File: src/rtl/msrh_lsu_pkg.sv
// rtl/msrh_lsu_pkg.sv - LSU shared types and constants for the snoop aggregator
//
// Contents:
//   snoop_agg_state_t  engine states (IDLE/ISSUE/WAIT/RESP)
//   snoop_src_state_t  per-responder states (S_IDLE/S_WAIT/S_DONE)
//   SNOOP_SRC_*        responder index / merge priority (higher index wins)
package msrh_lsu_pkg;

  typedef enum logic [1:0] {
    IDLE  = 2'd0,
    ISSUE = 2'd1,
    WAIT  = 2'd2,
    RESP  = 2'd3
  } snoop_agg_state_t;

  typedef enum logic [1:0] {
    S_IDLE = 2'd0,
    S_WAIT = 2'd1,
    S_DONE = 2'd2
  } snoop_src_state_t;

  localparam int SNOOP_SRC_L1D = 0;
  localparam int SNOOP_SRC_STQ = 1;

endpackage

File: src/rtl/msrh_snoop_req_fifo.sv
// rtl/msrh_snoop_req_fifo.sv - snoop request FIFO with registered occupancy count
//
// Ports:
//   i_clk, i_reset_n  clock, asynchronous active-low reset
//   push, push_data   write request (ignored while full)
//   pop               read request (ignored while empty)
//   head              oldest entry
//   full, empty       derived from the registered count only
module msrh_snoop_req_fifo #(
  parameter int WIDTH = 56,
  parameter int DEPTH = 2
) (
  input  logic             i_clk,
  input  logic             i_reset_n,
  input  logic             push,
  input  logic [WIDTH-1:0] push_data,
  input  logic             pop,
  output logic [WIDTH-1:0] head,
  output logic             full,
  output logic             empty
);

  localparam int PTR_W = (DEPTH > 1) ? $clog2(DEPTH) : 1;
  localparam int CNT_W = $clog2(DEPTH + 1);

  logic [WIDTH-1:0] mem [DEPTH];
  logic [PTR_W-1:0] wr_ptr;
  logic [PTR_W-1:0] rd_ptr;
  logic [CNT_W-1:0] count;
  logic             do_push;
  logic             do_pop;

  function automatic logic [PTR_W-1:0] next_ptr(input logic [PTR_W-1:0] p);
    return (p == PTR_W'(DEPTH - 1)) ? '0 : p + 1'b1;
  endfunction

  assign full    = (count == CNT_W'(DEPTH));
  assign empty   = (count == '0);
  assign do_push = push && !full;
  assign do_pop  = pop && !empty;
  assign head    = mem[rd_ptr];

  always_ff @(posedge i_clk or negedge i_reset_n) begin
    if (!i_reset_n) begin
      wr_ptr <= '0;
      rd_ptr <= '0;
      count  <= '0;
    end else begin
      if (do_push) wr_ptr <= next_ptr(wr_ptr);
      if (do_pop)  rd_ptr <= next_ptr(rd_ptr);
      case ({do_push, do_pop})
        2'b10:   count <= count + 1'b1;
        2'b01:   count <= count - 1'b1;
        default: count <= count;
      endcase
    end
  end

  // Storage carries no reset; validity is tracked by count.
  always_ff @(posedge i_clk) begin
    if (do_push) mem[wr_ptr] <= push_data;
  end

endmodule

File: src/rtl/msrh_snoop_agg.sv
// rtl/msrh_snoop_agg.sv - snoop aggregator: queue, broadcast, replay, priority merge
//
// Ports:
//   i_clk, i_reset_n                       clock, asynchronous active-low reset
//   i_req_valid/o_req_ready/i_req_paddr    incoming snoop (push into request FIFO)
//   o_resp_valid/i_resp_ready              merged response handshake
//   o_resp_data/o_resp_be/o_resp_error     merged payload, error = replay budget exhausted
//   o_src_req_valid/o_src_req_paddr        per-source request pulses, shared aligned address
//   i_src_resp_valid/_conflict/_data/_be   per-source responses, packed by source index
module msrh_snoop_agg
  import msrh_lsu_pkg::*;
#(
  parameter int NUM_SRC     = 2,
  parameter int DATA_W      = 128,
  parameter int PADDR_W     = 56,
  parameter int REQ_Q_DEPTH = 2,
  parameter int MAX_REPLAY  = 8
) (
  input  logic                          i_clk,
  input  logic                          i_reset_n,
  input  logic                          i_req_valid,
  output logic                          o_req_ready,
  input  logic [PADDR_W-1:0]            i_req_paddr,
  output logic                          o_resp_valid,
  input  logic                          i_resp_ready,
  output logic [DATA_W-1:0]             o_resp_data,
  output logic [DATA_W/8-1:0]           o_resp_be,
  output logic                          o_resp_error,
  output logic [NUM_SRC-1:0]            o_src_req_valid,
  output logic [PADDR_W-1:0]            o_src_req_paddr,
  input  logic [NUM_SRC-1:0]            i_src_resp_valid,
  input  logic [NUM_SRC-1:0]            i_src_resp_conflict,
  input  logic [NUM_SRC*DATA_W-1:0]     i_src_resp_data,
  input  logic [NUM_SRC*(DATA_W/8)-1:0] i_src_resp_be
);

  localparam int BE_W  = DATA_W / 8;
  localparam int CNT_W = $clog2(MAX_REPLAY + 1);

  snoop_agg_state_t  state_q, state_d;
  snoop_src_state_t  src_state_q [NUM_SRC];
  snoop_src_state_t  src_state_d [NUM_SRC];
  logic [CNT_W-1:0]  cnt_q [NUM_SRC];
  logic [CNT_W-1:0]  cnt_d [NUM_SRC];
  logic [DATA_W-1:0] data_q [NUM_SRC];
  logic [BE_W-1:0]   be_q [NUM_SRC];
  logic [NUM_SRC-1:0] replay_q, replay_d;
  logic [NUM_SRC-1:0] store, exhaust;
  logic [PADDR_W-1:0] paddr_q;
  logic               err_q;
  logic               all_done;
  logic               pop;
  logic               fifo_full, fifo_empty;
  logic [PADDR_W-1:0] fifo_head;
  logic [DATA_W-1:0]  merged_data;
  logic [BE_W-1:0]    merged_be;
  logic               resp_active;

  msrh_snoop_req_fifo #(
    .WIDTH (PADDR_W),
    .DEPTH (REQ_Q_DEPTH)
  ) u_req_fifo (
    .i_clk     (i_clk),
    .i_reset_n (i_reset_n),
    .push      (i_req_valid),
    .push_data (i_req_paddr),
    .pop       (pop),
    .head      (fifo_head),
    .full      (fifo_full),
    .empty     (fifo_empty)
  );

  // Ready comes from the registered count: a same-cycle pop does not free a slot early.
  assign o_req_ready = !fifo_full;

  always_comb begin
    state_d  = state_q;
    pop      = 1'b0;
    all_done = 1'b1;
    replay_d = '0;
    store    = '0;
    exhaust  = '0;
    for (int s = 0; s < NUM_SRC; s++) begin
      src_state_d[s] = src_state_q[s];
      cnt_d[s]       = cnt_q[s];
    end
    case (state_q)
      IDLE: begin
        if (!fifo_empty) begin
          pop     = 1'b1;
          state_d = ISSUE;
          for (int s = 0; s < NUM_SRC; s++) cnt_d[s] = '0;
        end
      end
      ISSUE: begin
        state_d = WAIT;
        for (int s = 0; s < NUM_SRC; s++) src_state_d[s] = S_WAIT;
      end
      WAIT: begin
        // Each source advances independently; a replay and another source's
        // completion in the same cycle do not interact.
        for (int s = 0; s < NUM_SRC; s++) begin
          if (src_state_q[s] == S_WAIT && i_src_resp_valid[s]) begin
            if (i_src_resp_conflict[s]) begin
              if (cnt_q[s] < CNT_W'(MAX_REPLAY)) begin
                cnt_d[s]    = cnt_q[s] + 1'b1;
                replay_d[s] = 1'b1;
              end else begin
                src_state_d[s] = S_DONE;
                exhaust[s]     = 1'b1;
              end
            end else begin
              src_state_d[s] = S_DONE;
              store[s]       = 1'b1;
            end
          end
          if (src_state_d[s] != S_DONE) all_done = 1'b0;
        end
        // Looking at next-state lets the response appear the cycle after the last source finishes.
        if (all_done) state_d = RESP;
      end
      RESP: begin
        if (i_resp_ready) begin
          state_d = IDLE;
          for (int s = 0; s < NUM_SRC; s++) src_state_d[s] = S_IDLE;
        end
      end
      default: state_d = IDLE;
    endcase
  end

  always_ff @(posedge i_clk or negedge i_reset_n) begin
    if (!i_reset_n) begin
      state_q  <= IDLE;
      replay_q <= '0;
      err_q    <= 1'b0;
      paddr_q  <= '0;
      for (int s = 0; s < NUM_SRC; s++) begin
        src_state_q[s] <= S_IDLE;
        cnt_q[s]       <= '0;
        data_q[s]      <= '0;
        be_q[s]        <= '0;
      end
    end else begin
      state_q  <= state_d;
      replay_q <= replay_d;
      if (pop) begin
        paddr_q <= fifo_head & ~(PADDR_W'(BE_W - 1));
        err_q   <= 1'b0;
      end else if (|exhaust) begin
        err_q <= 1'b1;
      end else if (state_q == RESP && i_resp_ready) begin
        err_q <= 1'b0;
      end
      for (int s = 0; s < NUM_SRC; s++) begin
        src_state_q[s] <= src_state_d[s];
        cnt_q[s]       <= cnt_d[s];
        // Exhausted sources keep the be=0 cleared here.
        if (pop) begin
          data_q[s] <= '0;
          be_q[s]   <= '0;
        end else if (store[s]) begin
          data_q[s] <= i_src_resp_data[s*DATA_W +: DATA_W];
          be_q[s]   <= i_src_resp_be[s*BE_W +: BE_W];
        end
      end
    end
  end

  // Ascending scan so the highest-indexed enabled source owns each byte.
  always_comb begin
    merged_data = '0;
    merged_be   = '0;
    for (int b = 0; b < BE_W; b++) begin
      for (int s = 0; s < NUM_SRC; s++) begin
        if (be_q[s][b]) begin
          merged_data[b*8 +: 8] = data_q[s][b*8 +: 8];
          merged_be[b]          = 1'b1;
        end
      end
    end
  end

  assign resp_active     = (state_q == RESP);
  assign o_resp_valid    = resp_active;
  assign o_resp_data     = resp_active ? merged_data : '0;
  assign o_resp_be       = resp_active ? merged_be : '0;
  assign o_resp_error    = resp_active & err_q;
  assign o_src_req_valid = (state_q == ISSUE) ? {NUM_SRC{1'b1}} : replay_q;
  assign o_src_req_paddr = paddr_q;

`ifdef SIMULATION
  always_ff @(posedge i_clk) begin
    if (i_reset_n) begin
      for (int s = 0; s < NUM_SRC; s++) begin
        if (i_src_resp_valid[s] && src_state_q[s] != S_WAIT)
          $error("msrh_snoop_agg: response from source %0d while not waiting", s);
      end
    end
  end
`endif

endmodule

File: config.mk
export PLATFORM = sky130hd
export DESIGN_NAME = msrh_snoop_agg
export DESIGN_NICKNAME = d
export VERILOG_FILES = /design/src/rtl/msrh_lsu_pkg.sv /design/src/rtl/msrh_snoop_req_fifo.sv /design/src/rtl/msrh_snoop_agg.sv
export SDC_FILE = /design/constraint.sdc
export NUM_CORES = 1
export LEC_CHECK = 0
export CAP_MARGIN = 25
export CELL_PAD_IN_SITES_DETAIL_PLACEMENT = 1
export CELL_PAD_IN_SITES_GLOBAL_PLACEMENT = 1
export CORE_MARGIN = 3
export CORE_UTILIZATION = 39
export CTS_CLUSTER_SIZE = 10
export DETAILED_ROUTE_END_ITERATION = 8
export HOLD_SLACK_MARGIN = 0.12
export PLACE_DENSITY_LB_ADDON = 0.1
export SLEW_MARGIN = 10
export SYNTH_ARGS = -nofsm -noshare
export SYNTH_HDL_FRONTEND = slang
export SYNTH_SLANG_ARGS = --single-unit
export TNS_END_PERCENT = 30
File: constraint.sdc
create_clock -name i_clk -period 5.5 [get_ports i_clk]
set_clock_uncertainty 0.05 [all_clocks]
set_input_delay 1.1 -clock i_clk [delete_from_list [all_inputs] [get_ports i_clk]]
set_output_delay 1.1 -clock i_clk [all_outputs]
set_load 0.03 [all_outputs]
==> results.tsv <==
stage	metric	value	unit
synthesis	synthArstFlopShare	77.63	%
critical_path	critPathLaunchType	register	
synthesis	postSynthCellCount	2045	
critical_path	critPathKind	reg2out	
synthesis	most_common_cell	nand2_1	
clocking	clk_pin_slew_worst_paths	0.06	ns
synthesis	syn_area	20230	um2
layout	final_cell_mix	nand2_1 (637), clkdlybuf4s50_1 (547), dfrtp_1 (360), a21oi_1 (293), nor2b_1 (145)	
die	core-area	50680	um2
power_and_ir_drop	p_sw	0.004967	W
critical_path	regToRegSetupSlack	2.30	ns
layout	nets	2869	
placement	io_buffers	548	
power_and_ir_drop	power	0.01321	W
power_and_ir_drop	power-top-group	registers	
die	die_x	233.7	um
die	row_count	82	
critical_path	crit_path_max_incr_delay	0.73	ns
power_and_ir_drop	p_seq	0.00553	W
die	fp_util	39.91	%
synthesis	ys_top_cells_by_count	nand2_1 (637), dfrtp_1 (361), a21oi_1 (293)	
detailed_routing	via_per_inst	5.280	
final_timing	min_period	4.370	ns
final_timing	worst_slew_pin_slew	1.115	ns
layout	syn2layout_area_growth	37.25	%
global_routing	grt_max_degree	108	
synthesis	yosysSeqAreaShare	60.10	%
power_and_ir_drop	pwr-share-clk	24.9	%
power_and_ir_drop	p_int	0.008244	W
critical_path	cp.depth	4	
power_and_ir_drop	pg_clk	0.00329	W
power_and_ir_drop	irDropWorstVdd	0.0004764	V
global_routing	grt_pass1_wl	108.3	mm
flow_run	maxCapViolCount	0	
synthesis	synth-adder-area-share	0.4949	%
global_routing	grtUsageMet2	43.38	%
synthesis	ys_cells	2045	
synthesis	ys_ff	465	
synthesis	compound_area_share	14.74	%
synthesis	syn_avg_cell_area	9.891	um2
placement	place_area	26070	um2
placement	dp_hpwl	47.99	mm
power_and_ir_drop	p_leak	10.77	nW
power_and_ir_drop	p_seq_share	41.9	%
synthesis	top_area_share	44.66	%
layout	fin_area	27760	um2
detailed_routing	dr.pass1.iters	5	
clocking	cts-buffers-inserted	54	
detailed_routing	met2_length	35.81	mm
critical_path	r2r_start	state_q[0]$_DFFE_PN0P_	
die	dieArea	54630	um2
worst_hold_path	hp-class	reg2reg	
global_routing	grt_util_met3	6.426	%
worst_hold_path	hp-start	o_src_req_paddr[25]$_DFFE_PN0P_	
clocking	cts_tree	yes	
synthesis	simple_gate_share	17.78	%
critical_path	worstRegToRegCells	7	
detailed_routing	wl_met3	4.835	mm
critical_path	end_kind	primary output	
placement	place_ws	1.719	ns
global_routing	grt_pass1_vias	18440	
clocking	hold_buffers	0	
clocking	cts_sinks	465	
synthesis	topCellsByArea	dfrtp_1 (45%), edfxtp_1 (15%), nand2_1 (12%)	
layout	layout_top_cell	nand2_1	
global_routing	grt-ovfl-total	0	
global_routing	track_usage	25.67	%
final_timing	fmaxAchievable	0.2288	GHz
global_routing	grt_util_met1	31.78	%
clocking	htreeDepth	2	
global_routing	grt_most_used_layer	met2	
detailed_routing	ant_nets	0	
critical_path	crit_arrival	3.22	ns
critical_path	worstPathRequired	4.35	ns
clocking	ctsResizeCount	0	
final_timing	fin_hold_ws	0.4304	ns
critical_path	worstPathMaxFanout	78	
worst_hold_path	whs_path_depth	2	
detailed_routing	detail_route.iter0.violations	1066	
detailed_routing	drc_errors	0	
final_timing	setup_violations	0	
detailed_routing	wl_per_cell	22.30	um
final_timing	setup_slack	1.130	ns
clocking	root_buffer	clkbuf_16	
flow_run	openroad.warnings	38	
final_timing	relSlewSlack	25.69	%
placement	placed_cells	3123	
synthesis	ys_area	20230	um2
global_routing	antenna_found_initial	30	
detailed_routing	num_vias	17070	
critical_path	path_cells	ha_4 > buf_12 > nor2b_1 > clkdlybuf4s50_1	
synthesis	topCombFamilyByArea	simple AND/OR/NAND/NOR gates	
clocking	worstSkewPairLatency	0.61	ns
critical_path	critPathSlowestCell	clkdlybuf4s50_1	
power_and_ir_drop	swShare	37.60	%
final_timing	finalCritPeriodShare	79.46	%
synthesis	synth_warnings	0	
synthesis	synthMuxAreaShare	2.629	%
detailed_routing	drt_wl_total	72.09	mm
die	fp.dieH	233.7	um
power_and_ir_drop	combPwrFrac	33.2	%
synthesis	ys_sh_xor	0.2598	%
detailed_routing	wl_met1	28.90	mm
critical_path	critPathBufInv	2	
layout	comb_area	7318	um2
critical_path	crit_start	state_q[0]$_DFFE_PN0P_	
power_and_ir_drop	p_per_area	475.9	nW/um2
final_timing	tns	0	ns
placement	place_congestion	0.8227	
run_status	status	complete, no violations	
clocking	cts.path.max_buffers	3	
critical_path	cpLargestDelayFamily	buffers and inverters	
synthesis	ys_types	49	
final_timing	rsz0062_at_grt	no	
worst_hold_path	holdPathEnd	o_src_req_paddr[25]$_DFFE_PN0P_	
synthesis	top_area_cell	dfrtp_1	
critical_path	critical_path.endpoint	o_resp_data[12]	
detailed_routing	top_layer	met5	
synthesis	synth-edff-count	104	
final_timing	hold_viol_final	0	
layout	drive_gt1_share	4.058	%
layout	seqCellArea	12160	um2
die	pin_count	557	
final_timing	finalMaxSlewViolations	0	
synthesis	synthFlopType	dfrtp_1	
clocking	cts_setup_buffers	0	
power_and_ir_drop	p_comb	0.00439	W
critical_path	r2r_end	data_q[236]$_DFFE_PN0P_	
## cell families (layout without fill, tap and decap cells)
logic type / count (synthesis) / after routing
other cells: 1 / 27
compound gates: 509 / 509
simple gates: 832 / 832
fa+ha+maj: 8 / 8
mux: 53 / 53
xor+xnor: 6 / 6
buf+inv: 171 / 661
flops: 465 / 465
## state kept, by name, indices dropped and copies added, names as in the netlist, 2 cells and up
name,cells
state_q,2
be_q,32
cnt_q,8
data_q,256
replay_q,2
o_src_req_paddr,52
u_req_fifo.count,2
u_req_fifo.mem,104
src_state_q,4
## final cells by class
class / count / area share, %
repair buffers: 571 / 20.81
well taps: 672 / 3.029
clock inverters: 5 / 0.3741
multi-input cells: 1412 / 26.36
clock buffers: 80 / 5.327
inverters: 5 / 0.09465
flip-flops and latches: 465 / 43.79
diodes: 23 / 0.2073
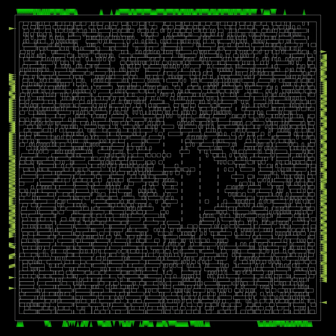
*Cell outlines without signal wires*
Seq/total area: 43.79%
Non-Filler Instances: 3,233
layout filler cell count: 5,592
Util after Layout: 54.77%

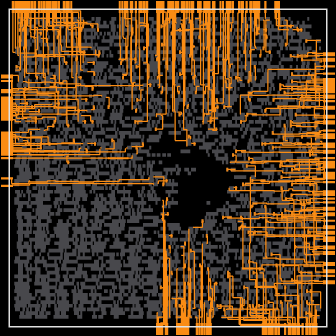
*Nets reached from selected ports*
port	color	bits	direction	end cells	buffers	wire
i_src_resp_data	orange	256	input	256	256	12,700 um

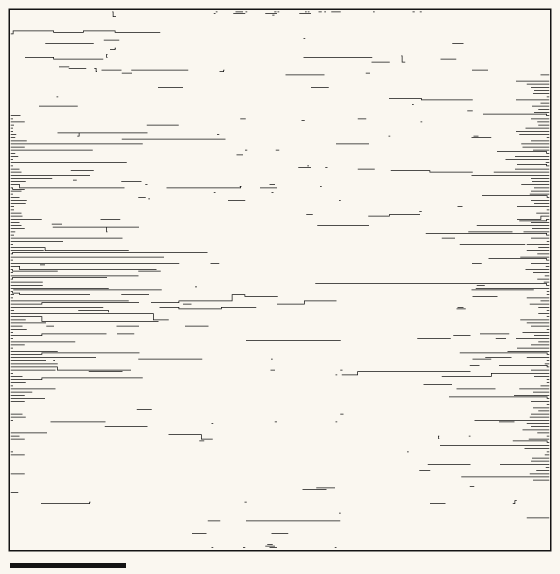
*Signal wires on met3*
Bar = 50 um.
main direction	horizontal
wire length on this layer	4,840 um
longest straight run	100 um

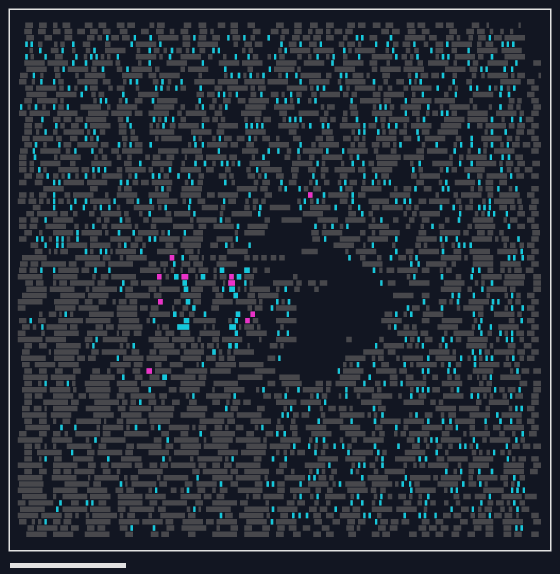
*Logic cells by family*
Bar = 50 um.
family	color	cells	most used
and/or cells	magenta	10	and3_1
nand cells	cyan	659	nand2_1

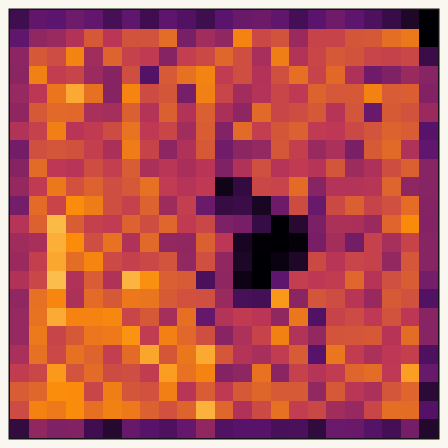
*Placement density heat map*
The die is cut into 23 by 23 equal tiles; black is low, pale yellow is high, 0 to 100% covered.
fullest tile	86%
nearly empty tiles	1.5%
emptiest ninth of the die	center
mean over tiles	49%
tiles over 75% full	3.4%

Power is estimated from default activity; no workload was simulated.
